## src/rtl/alu_pipe.sv

```systemverilog
// Pipelined, valid/ready-handshaked ALU with registered result and status flags.
// Define ALU_PIPE_MUL_EN to compile in the iterative shift-add multiplier (opcode 110).
module alu_pipe #(
  parameter int WIDTH = 16
) (
  input  logic             clk,
  input  logic             rst_n,
  input  logic             in_valid,
  output logic             in_ready,
  input  logic [WIDTH-1:0] a,
  input  logic [WIDTH-1:0] b,
  input  logic [2:0]       opcode,
  input  logic             ci,
  output logic             out_valid,
  input  logic             out_ready,
  output logic [WIDTH-1:0] result,
  output logic             carryout,
  output logic             zero,
  output logic             negative,
  output logic             overflow,
  output logic             busy
);

  localparam logic [2:0] OP_ADD  = 3'b000;
  localparam logic [2:0] OP_SUB  = 3'b001;
  localparam logic [2:0] OP_NEG  = 3'b010;
  localparam logic [2:0] OP_XOR  = 3'b011;
  localparam logic [2:0] OP_AND  = 3'b100;
  localparam logic [2:0] OP_OR   = 3'b101;
  localparam logic [2:0] OP_MUL  = 3'b110;
  localparam logic [2:0] OP_PASS = 3'b111;

  localparam int             MSB     = WIDTH - 1;
  localparam logic [WIDTH:0] ONE_EXT = {{WIDTH{1'b0}}, 1'b1};
  localparam logic [WIDTH-1:0] MIN_NEG = {1'b1, {(WIDTH-1){1'b0}}};

  logic [WIDTH:0]   sum;
  logic [WIDTH-1:0] alu_res;
  logic             alu_carry;
  logic             alu_ovf;

  logic             accept;
  logic             idle;
  logic             load;
  logic [WIDTH-1:0] load_res;
  logic             load_carry;
  logic             load_ovf;

  // Single-cycle operations; opcode 110 yields all zeros here and is overridden by the multiplier when present.
  always_comb begin
    sum       = '0;
    alu_res   = '0;
    alu_carry = 1'b0;
    alu_ovf   = 1'b0;
    case (opcode)
      OP_ADD: begin
        sum       = {1'b0, a} + {1'b0, b} + {{WIDTH{1'b0}}, ci};
        alu_res   = sum[MSB:0];
        alu_carry = sum[WIDTH];
        alu_ovf   = (a[MSB] == b[MSB]) && (sum[MSB] != a[MSB]);
      end
      OP_SUB: begin
        sum       = {1'b0, a} + {1'b0, ~b} + ONE_EXT;
        alu_res   = sum[MSB:0];
        alu_carry = sum[WIDTH];
        alu_ovf   = (a[MSB] != b[MSB]) && (sum[MSB] != a[MSB]);
      end
      OP_NEG: begin
        sum       = {1'b0, ~b} + ONE_EXT;
        alu_res   = sum[MSB:0];
        alu_carry = sum[WIDTH];
        alu_ovf   = (b == MIN_NEG);
      end
      OP_XOR:  alu_res = a ^ b;
      OP_AND:  alu_res = a & b;
      OP_OR:   alu_res = a | b;
      OP_PASS: alu_res = a;
      default: alu_res = '0;
    endcase
  end

  assign in_ready = rst_n && idle && (!out_valid || out_ready);
  assign accept   = in_valid && in_ready;

`ifdef ALU_PIPE_MUL_EN
  localparam int CW = $clog2(WIDTH + 1);

  typedef enum logic {IDLE, MUL} state_t;

  state_t             state, state_next;
  logic               mul_start;
  logic               mul_done;
  logic [2*WIDTH-1:0] mcand;
  logic [WIDTH-1:0]   mplier;
  logic [2*WIDTH-1:0] acc;
  logic [2*WIDTH-1:0] acc_next;
  logic [CW-1:0]      count;

  always_ff @(posedge clk) begin
    if (!rst_n) state <= IDLE;
    else        state <= state_next;
  end

  // The last iteration's sum is loaded straight into the output registers on the same edge.
  always_comb begin
    state_next = state;
    mul_start  = 1'b0;
    mul_done   = 1'b0;
    acc_next   = acc + (mplier[0] ? mcand : '0);
    case (state)
      IDLE: begin
        if (accept && opcode == OP_MUL) begin
          mul_start  = 1'b1;
          state_next = MUL;
        end
      end
      MUL: begin
        if (count == CW'(1)) begin
          mul_done   = 1'b1;
          state_next = IDLE;
        end
      end
      default: state_next = IDLE;
    endcase
  end

  always_ff @(posedge clk) begin
    if (!rst_n) begin
      mcand  <= '0;
      mplier <= '0;
      acc    <= '0;
      count  <= '0;
    end else if (mul_start) begin
      mcand  <= {{WIDTH{1'b0}}, a};
      mplier <= b;
      acc    <= '0;
      count  <= CW'(WIDTH);
    end else if (state == MUL && count != '0) begin
      acc    <= acc_next;
      mcand  <= mcand << 1;
      mplier <= mplier >> 1;
      count  <= count - CW'(1);
    end
  end

  assign idle       = (state == IDLE);
  assign busy       = (state == MUL);
  assign load       = (accept && opcode != OP_MUL) || mul_done;
  assign load_res   = mul_done ? acc_next[MSB:0] : alu_res;
  assign load_carry = mul_done ? |acc_next[2*WIDTH-1:WIDTH] : alu_carry;
  assign load_ovf   = mul_done ? 1'b0 : alu_ovf;
`else
  assign idle       = 1'b1;
  assign busy       = 1'b0;
  assign load       = accept;
  assign load_res   = alu_res;
  assign load_carry = alu_carry;
  assign load_ovf   = alu_ovf;
`endif

  // A load always wins over a consume, so a same-edge consume+accept leaves out_valid high.
  always_ff @(posedge clk) begin
    if (!rst_n) begin
      out_valid <= 1'b0;
      result    <= '0;
      carryout  <= 1'b0;
      zero      <= 1'b0;
      negative  <= 1'b0;
      overflow  <= 1'b0;
    end else if (load) begin
      out_valid <= 1'b1;
      result    <= load_res;
      carryout  <= load_carry;
      zero      <= (load_res == '0);
      negative  <= load_res[MSB];
      overflow  <= load_ovf;
    end else if (out_ready) begin
      out_valid <= 1'b0;
    end
  end

endmodule

```

## config.mk

```make
export PLATFORM = sky130hd
export DESIGN_NAME = alu_pipe
export DESIGN_NICKNAME = d
export VERILOG_FILES = /design/src/rtl/alu_pipe.sv
export SDC_FILE = /design/constraint.sdc
export NUM_CORES = 1
export LEC_CHECK = 0
export CAP_MARGIN = 5
export CORE_MARGIN = 1.5
export CORE_UTILIZATION = 45
export CTS_CLUSTER_DIAMETER = 50
export DETAILED_ROUTE_END_ITERATION = 10
export GPL_ROUTABILITY_DRIVEN = 0
export PLACE_DENSITY = 0.76
export REMOVE_ABC_BUFFERS = 1
export SLEW_MARGIN = 20
export SYNTH_ARGS = -nofsm -noshare
export SYNTH_HDL_FRONTEND = slang
export SYNTH_SLANG_ARGS = --single-unit
```

## constraint.sdc

```tcl
create_clock -name clk -period 5 [get_ports clk]
set_clock_uncertainty 0.2 [all_clocks]
set_input_delay 0.5 -clock clk [delete_from_list [all_inputs] [get_ports clk]]
set_output_delay 0.5 -clock clk [all_outputs]
set_load 0.02 [all_outputs]
```

Figure 1. Congestion heat map.
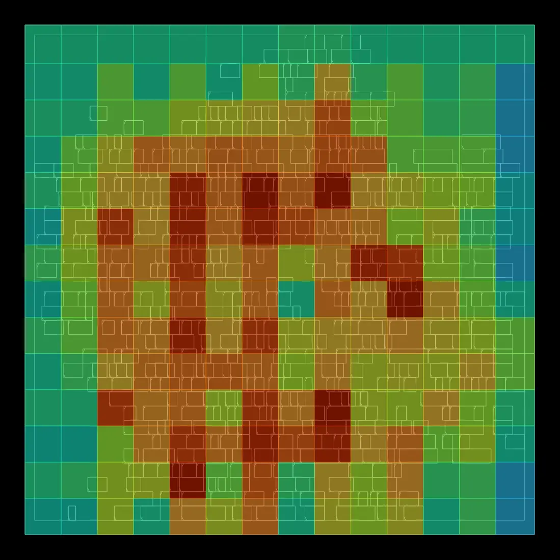
met1 Track Usage GR: 0.337
Global Route Usage Sum: 0.244
grt peak-use layer: met2

Figure 2. A small window of the routed layout.
Window x 36 to 61, y 17 to 42 µm. Cells in grey, sequential cells in the stronger grey; small squares are vias.
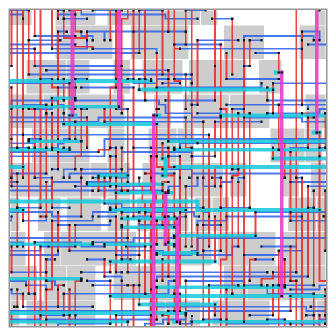
legend:
  blue:
    layer: M1
  cyan:
    layer: M3
  magenta:
    layer: M4
  red:
    layer: M2
sequential cells in the window: 0
most frequent: inv_1 (7), nand2_1 (7), nor2_1 (7)
cells with their middle in the window: 64

==> qor.txt <==
Status -> finished clean
Number of global-route vias before repair -> 3984
VDD IR max -> 0.0000596 V
H-tree Lvls -> 1
Diode count -> 0
Crit path depth -> 12
Largest reg by FF count -> result
Hold path cells -> 2
DR vias/cell -> 6.37
Core Util at FP -> 0.461
Switching share of power -> 0.433
Worst reg2reg startpoint -> out_valid$_SDFFE_PN0P_
CP max stage delay -> 0.54 ns
Area leader share -> 0.157
Metal2 WL -> 5350 µm
Max reg flops -> 16
Reg clk slew, reported paths -> 0.06 ns
RSZ-0062 raised after global routing -> no
Met3 WL -> 1200 µm
Clock sink total -> 20
Post-CTS Hold Buffers -> 0
Post-route ant nets -> 0
NumNets Final -> 676
Cts bufs inserted -> 3
Final worst slack -> 0.620 ns
First-pass GRT wire length -> 19400 µm
Pint -> 413 µW
Reg area -> 400 µm²
Critical Path RT -> 4.97 ns
Layout cell share with drive strength beyond 1 -> 0.0775
Synth warnings -> 0
Ys flops -> 20
Top pwr grp -> combinational logic
Mapped cell area -> 3980 µm²
Die area -> 9430 µm²
R2R cell count -> 8
Seq group -> 181 µW
Commonest non-fill, non-tap cells in the layout -> 61 x clkdlybuf4s50_1, 55 x inv_1, 50 x ha_1
Max Buffers Root-to-Sink -> 2
Final period utilization -> 0.876
Pin count of the biggest net entering global routing -> 32
Pwr Total -> 728 µW
Number of remaining DRC errors -> 0
HP Start -> result[4]$_SDFFE_PN0P_
Critical path origin -> b[0]
Non-Filler Instances -> 689
Cell taking the most area after synthesis -> ha_1
Most frequent cells after synthesis -> 55 x inv_1, 50 x ha_1, 46 x nor2_1
CTS tree -> built
Area post-placement -> 4600 µm²
Combinational share of power -> 0.615
Critical Path Start Type -> primary input
Sw Pwr -> 315 µW
Crit path max-delay family -> AND-OR/OR-AND gates
Cell-by-cell listing of the critical path -> clkdlybuf4s50_1 -> fa_1 -> fa_1 -> a211oi_1 -> o31a_1 -> a21oi_1 -> a31o_2 -> a41o_2 -> nor4b_1 -> nor2_1 -> or4_1 -> o31ai_2
Max-Cap Viols -> 0
Die y size -> 97.1 µm
Wl on met1 -> 5030 µm
Yosys adder share -> 0.172
Final Max Tran Viols -> 0
Top logic family -> AND-OR/OR-AND gates
Logic area -> 3160 µm²
Figure 3. Cells coloured by class.
Drawn at 4 px/µm.
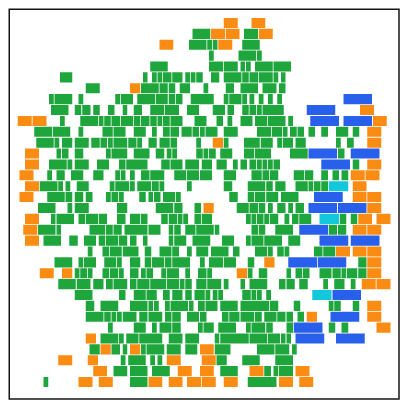
legend:
  green:
    class: remaining logic cells
    cells: 486
  cyan:
    class: clock-net drivers
    cells: 3
  orange:
    class: remaining buffers and delay cells
    cells: 72
  blue:
    class: sequential cells
    cells: 20
core area: 8640 µm²
row count: 34
post-layout util: 0.537
sequential cell area share: 0.0863
Non-Filler Cell Area, Final: 4640 µm²

## worst paths after layout
path	endpoint	slack [ns]
max	zero$_SDFFE_PN0P_	0.62
max reg2reg	zero$_SDFFE_PN0P_	2.71
min reg2reg	result[4]$_SDFFE_PN0P_	0.27
min	result[4]$_SDFFE_PN0P_	0.27
## logic make-up after synthesis
logic type / Yosys count
and+or+nand+nor: 165
xor gates and xnor gates: 14
adders and majority gates: 53
DFF: 20
buffers and inverters: 91
AOI/OAI and AO/OA: 173
muxes: 23
other: 1
## final cells by class
| class | count | share of cell area |
|---|---|---|
| Inverter | 57 | 0.0461 |
| Multi-Input combinational cell | 429 | 0.680 |
| Sequential cell | 20 | 0.0863 |
| Timing Repair Buffer | 72 | 0.149 |
| Clock buffer | 3 | 0.00890 |
| Tap cell | 108 | 0.0291 |
Power is estimated from default activity; no workload was simulated.
